$ cat src/rtl/periph_csb_pkg.sv
// Shared types and constants for the peripheral-bus to NVDLA CSB bridge.
package periph_csb_pkg;

  typedef enum logic [2:0] {
    IDLE,
    RD_REQ,
    RD_WAIT,
    MERGE,
    WR_REQ,
    WR_WAIT,
    RESP
  } csb_state_e;

  localparam int          CSB_WIN_BITS = 18;
  localparam logic [31:0] CSB_ERR_DATA = 32'hBADC_5B00;

  // Byte-lane merge: enabled lanes take the new data, the rest keep the old word.
  function automatic logic [31:0] be_merge(input logic [31:0] old_data,
                                           input logic [31:0] new_data,
                                           input logic [3:0]  be);
    logic [31:0] merged;
    for (int i = 0; i < 4; i++) begin
      merged[8*i +: 8] = be[i] ? new_data[8*i +: 8] : old_data[8*i +: 8];
    end
    return merged;
  endfunction

endpackage

$ cat src/rtl/periph_csb_bridge.sv
// Single-outstanding bridge from 32-bit peripheral register accesses to NVDLA CSB,
// turning partial-byte writes into read-modify-write sequences.
module periph_csb_bridge
  import periph_csb_pkg::*;
#(
  parameter int unsigned ID_WIDTH   = 1,
  parameter logic [31:0] BASE_ADDR  = 32'h0,
  parameter logic        NPOSTED_WR = 1'b1
) (
  input  logic                clk,
  input  logic                rst_ni,
  input  logic                periph_req,
  input  logic [31:0]         periph_add,
  input  logic                periph_wen,
  input  logic [3:0]          periph_be,
  input  logic [31:0]         periph_wdata,
  input  logic [ID_WIDTH-1:0] periph_id,
  output logic                periph_gnt,
  output logic                periph_r_valid,
  output logic [31:0]         periph_r_rdata,
  output logic                periph_r_opc,
  output logic [ID_WIDTH-1:0] periph_r_id,
  output logic                csb2nvdla_valid,
  input  logic                csb2nvdla_ready,
  output logic [15:0]         csb2nvdla_addr,
  output logic [31:0]         csb2nvdla_wdat,
  output logic                csb2nvdla_write,
  output logic                csb2nvdla_nposted,
  input  logic                nvdla2csb_valid,
  input  logic [31:0]         nvdla2csb_data,
  input  logic                nvdla2csb_wr_complete
);

  csb_state_e          state_q, state_d;
  logic [15:0]         addr_q;
  logic                wen_q;
  logic [3:0]          be_q;
  logic [31:0]         wdat_q;
  logic [31:0]         rdata_q;
  logic [ID_WIDTH-1:0] id_q;
  logic                err_q;
  logic                spurious_q;
  logic                out_of_win;
  logic                accept;
  logic                unused_add;

  assign out_of_win = periph_add[31:CSB_WIN_BITS] != BASE_ADDR[31:CSB_WIN_BITS];
  assign accept     = (state_q == IDLE) && periph_req;
  assign unused_add = ^periph_add[1:0];

  always_ff @(posedge clk or negedge rst_ni) begin
    if (!rst_ni) begin
      state_q <= IDLE;
    end else begin
      state_q <= state_d;
    end
  end

  always_comb begin
    state_d = state_q;
    unique case (state_q)
      IDLE: begin
        if (periph_req) begin
          if (out_of_win)                state_d = RESP;
          else if (periph_wen)           state_d = RD_REQ;
          else if (periph_be == 4'hF)    state_d = WR_REQ;
          else if (periph_be == 4'h0)    state_d = RESP;
          else                           state_d = RD_REQ;
        end
      end
      RD_REQ:  if (csb2nvdla_ready) state_d = RD_WAIT;
      RD_WAIT: if (nvdla2csb_valid) state_d = wen_q ? RESP : MERGE;
      MERGE:   state_d = WR_REQ;
      WR_REQ:  if (csb2nvdla_ready) state_d = NPOSTED_WR ? WR_WAIT : RESP;
      WR_WAIT: if (nvdla2csb_wr_complete) state_d = RESP;
      RESP:    state_d = IDLE;
      default: state_d = IDLE;
    endcase
  end

  // Outputs decode from state and latched data only; gnt is the one path from periph_req.
  always_comb begin
    periph_gnt        = 1'b0;
    periph_r_valid    = 1'b0;
    periph_r_rdata    = '0;
    periph_r_opc      = 1'b0;
    periph_r_id       = '0;
    csb2nvdla_valid   = 1'b0;
    csb2nvdla_write   = 1'b0;
    csb2nvdla_nposted = 1'b0;
    csb2nvdla_addr    = addr_q;
    csb2nvdla_wdat    = wdat_q;
    unique case (state_q)
      IDLE:   periph_gnt = periph_req;
      RD_REQ: csb2nvdla_valid = 1'b1;
      WR_REQ: begin
        csb2nvdla_valid   = 1'b1;
        csb2nvdla_write   = 1'b1;
        csb2nvdla_nposted = NPOSTED_WR;
      end
      RESP: begin
        periph_r_valid = 1'b1;
        periph_r_opc   = err_q;
        periph_r_id    = id_q;
        periph_r_rdata = err_q ? CSB_ERR_DATA : (wen_q ? rdata_q : 32'h0);
      end
      default: ;
    endcase
  end

  always_ff @(posedge clk or negedge rst_ni) begin
    if (!rst_ni) begin
      addr_q     <= '0;
      wen_q      <= 1'b0;
      be_q       <= '0;
      wdat_q     <= '0;
      rdata_q    <= '0;
      id_q       <= '0;
      err_q      <= 1'b0;
      spurious_q <= 1'b0;
    end else begin
      if (accept) begin
        addr_q <= periph_add[CSB_WIN_BITS-1:2];
        wen_q  <= periph_wen;
        be_q   <= periph_be;
        wdat_q <= periph_wdata;
        id_q   <= periph_id;
        err_q  <= out_of_win;
      end
      if ((state_q == RD_WAIT) && nvdla2csb_valid) begin
        rdata_q <= nvdla2csb_data;
      end
      if (state_q == MERGE) begin
        wdat_q <= be_merge(rdata_q, wdat_q, be_q);
      end
      // Responses arriving when nothing is outstanding are dropped but remembered.
      if ((nvdla2csb_valid && (state_q != RD_WAIT)) ||
          (nvdla2csb_wr_complete && (state_q != WR_WAIT))) begin
        spurious_q <= 1'b1;
      end
    end
  end

endmodule
$ cat config.mk
export PLATFORM = sky130hd
export DESIGN_NAME = periph_csb_bridge
export DESIGN_NICKNAME = d
export VERILOG_FILES = /design/src/rtl/periph_csb_pkg.sv /design/src/rtl/periph_csb_bridge.sv
export SDC_FILE = /design/constraint.sdc
export NUM_CORES = 1
export LEC_CHECK = 0
export CAP_MARGIN = 30
export CORE_MARGIN = 2
export CORE_UTILIZATION = 45
export DETAILED_ROUTE_END_ITERATION = 10
export GPL_TIMING_DRIVEN = 0
export HOLD_SLACK_MARGIN = 0.12
export PLACE_DENSITY = 0.92
export SLEW_MARGIN = 10
export SYNTH_ARGS = -nofsm -noshare
export SYNTH_HDL_FRONTEND = slang
export SYNTH_SLANG_ARGS = --single-unit
export TNS_END_PERCENT = 1
$ cat constraint.sdc
create_clock -name clk -period 3.5 [get_ports clk]
set_input_delay 1.05 -clock clk [delete_from_list [all_inputs] [get_ports clk]]
set_output_delay 1.05 -clock clk [all_outputs]
set_load 0.02 [all_outputs]
==> impl_metrics.ini, run 1 <==
; generated from flow reports
[yosys]
ys_ff = 90
ys_cells = 410
ys_top_cells_by_count = nand2_1, dfrtp_1, mux2i_1, mux2_2, o21ai_1
yosys_area_mm2 = 0.00425
avgSynthCellArea_um2 = 10.4
top_cells_by_area = dfrtp_1, nand2_1, mux2_2, mux2i_1, o21ai_1
mux_share_pct = 16.2
yosysWarnings = 0

[global_route]
grt_pass1_vias = 3974
globalRouteMet3Util_pct = 5.38

[layout]
comb_share_pct = 27.6
stdcell_count = 731
nFlopsAndLatches = 90
num-nonclk-inverters = 4
clkbuf_count = 11
buf_share_pct = 32.4
mi_logic_area_mm2 = 0.00182
layout-drive-gt1-share_pct = 14.5

[power_and_ir_drop]
leakage_nw = 3.20
power.density_mw_per_mm2 = 834
p_int_mw = 3.36
power_frac_comb_pct = 51.4

[min_path]
min_path_type = reg -> reg

[drt]
met3_length_um = 734
drt_iter0_markers = 95
ant_nets = 0

[outcome]
violations = setup timing
outcome = finished, violations left

[clocking]
path_clk_slew_ps = 80
clk_path_buf_depth = 2

[place]
dpl_cell_area_mm2 = 0.00633

[final_timing]
fmax_mhz = 285
final_hold_viol_count = 0
setup_ws_ps = -5.26
setup_viol = 1
timing.hold.ws_ps = 476
finalCritPeriodShare_pct = 100
rsz0062_at_grt = yes
tightest_slew_ps = 608

[critical_path]
crit_top_cell = buf_8
r2r_end = rdata_q[12]
r2r_slack_ps = 1670

[floorplan]
dieHeight_um = 101
## run 1: worst max path at each step
stage / start / endpoint / slack, ps
final: periph_req / periph_gnt / -5
after global routing: periph_req / periph_gnt / -30
after CTS: periph_req / periph_gnt / -150
after detailed placement: periph_req / periph_gnt / -610
after global placement: rst_ni / rdata_q[18] / -1760
after floorplan: periph_req / periph_gnt / 560
## run 1: power by group through the flow
stage	Sequential, mW	Clock, mW	Combinational [mW]
after global routing	1.93	0.849	3.04
final	1.87	0.795	2.82
after floorplan	2.12	0	1.32
after CTS	1.87	0.804	2.83
after global placement	1.84	0	2.72
after detailed placement	1.89	0	2.82
## run 1: timing repair
| item | in CTS | in global routing |
|---|---|---|
| gates resized | 19 | 9 |
| setup endpoints to repair | 21 | 12 |
| buffers inserted | 0 | 1 |
**Run 1: placement by cell class**

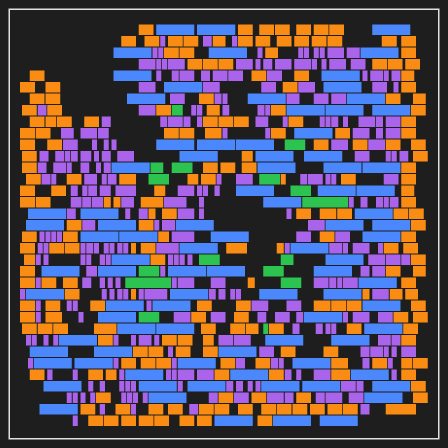
Blue is registers, cells 90, share of their area 35%. Orange is remaining buffers and delay cells, cells 218, share of their area 33%. Green is clock drivers and dummy loads, cells 16, share of their area 3.5%. Purple is remaining logic cells, cells 296, share of their area 29%.
fin area: 0.00659 mm2
std cell rows: 35
total core area: 0.00920 mm2
fraction of area in registers: 34.2%

**Run 1: sequential cells colored by netlist name**

Other sequential cells in the stronger gray, the rest of the logic in the fainter gray.
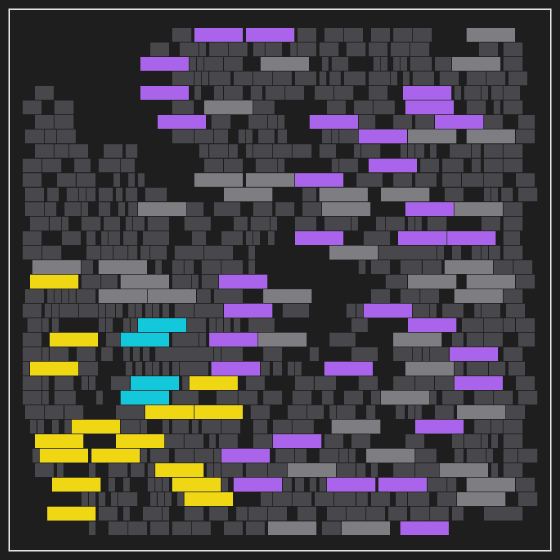
Purple is rdata_q, flops 32. Cyan is be_q, flops 4. Yellow is csb2nvdla_addr, flops 16, where lower left.
fin util: 71.6%
Reg area: 0.00225 mm2

**Run 1: routing congestion map**

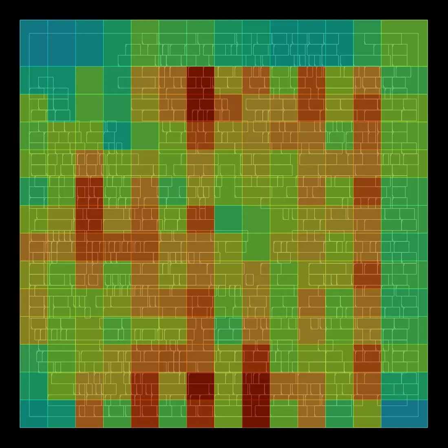
most used routing layer: met2
WL/cell: 16.7 um
aggregate global-route resource usage: 23.9%
GR met2 Demand/Resource: 43.9%

**Run 1: cells by drive strength**

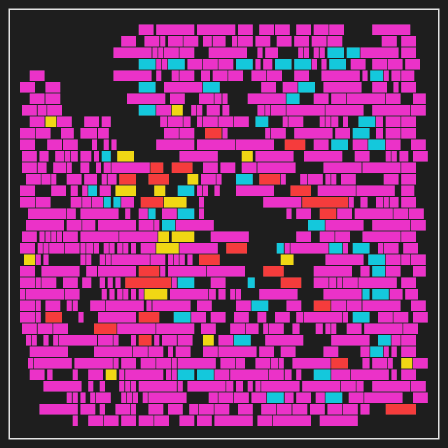
Red is x6 and larger, cells 24, share 3.9%, most used clkbuf_8. Magenta is x1 and smaller, cells 530, share 85%, most used clkdlybuf4s50_1. Yellow is x3 and x4, cells 17, share 2.7%, most used buf_4. Cyan is x2, cells 49, share 7.9%, most used mux2_2.

**Run 1: local utilization**

10 x 10 tiles, from black (low) to pale yellow (high), 0 to 100% covered.
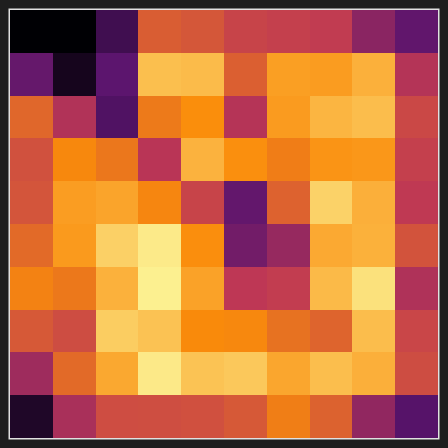

==> run 2, diff against run 1 <==
==> constraint.sdc (replaced) <==
create_clock -name clk -period 4.55 [get_ports clk]
set_input_delay 1.365 -clock clk [delete_from_list [all_inputs] [get_ports clk]]
set_output_delay 1.365 -clock clk [all_outputs]
set_load 0.02 [all_outputs]
**Run 2: local utilization**

10 x 10 tiles, from black (low) to pale yellow (high), 0 to 100% covered.
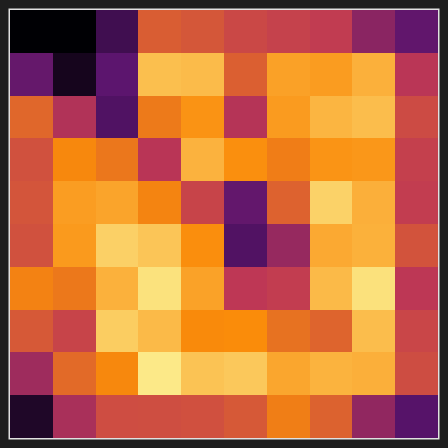
The emptiest ninth of the die: upper left. The mean over all tiles is 63%. 2.0% of the tiles are nearly empty.
FP Core Util: 46.3%
fin util: 71.3%

**Run 2: routing congestion map**

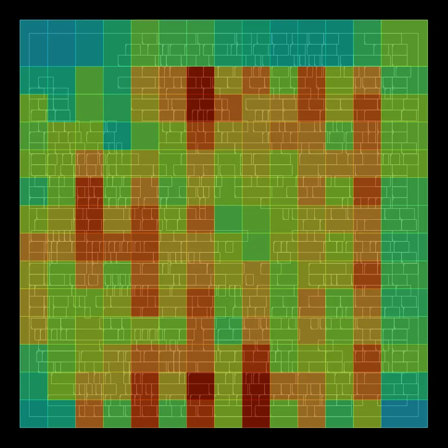
WL/cell: 16.6 um
GR Layer Usage met3: 5.38%
met1 Use GR: 27.9%

**Run 2: cells by drive strength**

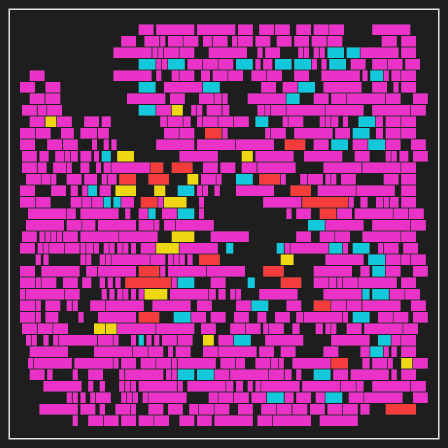
Red is x6 and larger, cells 20, share 3.2%, most used clkbuf_8. Magenta is x1 and smaller, cells 533, share 86%, most used clkdlybuf4s50_1. Cyan is x2, cells 50, share 8.1%, most used mux2_2. Yellow is x3 and x4, cells 16, share 2.6%, most used buf_4.

==> run 2 against run 1 <==
The run now ends clean. Critical path depth is the same. Synthesized area stayed put. Sequential cell count unchanged. Largest power group unchanged.
==> impl_metrics.ini, run 2 <==
; generated from flow reports
[floorplan]
num_rows = 35
dieHeight_um = 101

[critical_path]
r2r_end = rdata_q[12]
r2r_slack_ps = 2720

[clocking]
path_clk_slew_ps = 80
clk_path_buf_depth = 2
post_cts_buffers = 0

[layout]
layout-drive-gt1-share_pct = 13.9
nFlopsAndLatches = 90
num-nonclk-inverters = 4
buf_share_pct = 32.2
stdcell_area_mm2 = 0.00656
seq_area_mm2 = 0.00225
clkbuf_count = 11
stdcell_count = 730

[power_and_ir_drop]
power_leader = combinational cells
powerClk_mw = 0.612
leakage_nw = 3.12
p_int_mw = 2.58
power_frac_comb_pct = 51.2

[yosys]
top_cells_by_area = dfrtp_1, nand2_1, mux2_2, mux2i_1, o21ai_1
avgSynthCellArea_um2 = 10.4
yosys_area_mm2 = 0.00425
ys_top_cells_by_count = nand2_1, dfrtp_1, mux2i_1, mux2_2, o21ai_1
ys_ff = 90
yosysWarnings = 0

[global_route]
top_usage_layer = met2
met2_usage_pct = 43.9
grt_usage_pct = 23.9

[outcome]
outcome = finished clean

[drt]
drt_iter0_markers = 90
ant_nets = 0
met3_length_um = 711

[final_timing]
fmax_mhz = 224
setup_viol = 0
rsz0062_at_grt = no
finalCritPeriodShare_pct = 98.0
setup_ws_ps = 91.3
timing.hold.ws_ps = 476
final_hold_viol_count = 0
run 2: cell counts after synthesis:
Identical to the previous run, type by type.
run 2: kinds of logic after synthesis:
family | after synthesis | synth area share [%]
simple gates | 178 | 18.4
flops | 90 | 52.9
mux | 65 | 16.2
compound gates | 48 | 7.88
buf+inv | 28 | 4.35
xor+xnor | 1 | 0.206
run 2: worst max path at each step:
stage / startpoint / end / slack, ps / depth (start not counted)
after floorplan: periph_req / periph_gnt / 980 / 4
after global placement: rst_ni / rdata_q[18] / -1030 / 1
after detailed placement: periph_req / periph_gnt / -190 / 6
after CTS: periph_req / periph_gnt / 80 / 6
after global routing: periph_req / periph_gnt / 20 / 6
final: periph_req / periph_gnt / 90 / 6
run 2: timing repair:
item	in CTS	in global routing
endpoints found under the setup margin	1	0
endpoints found under the hold margin	0	0
resized	1	0
No activity file was given, so power comes from the tool's default toggle rates.
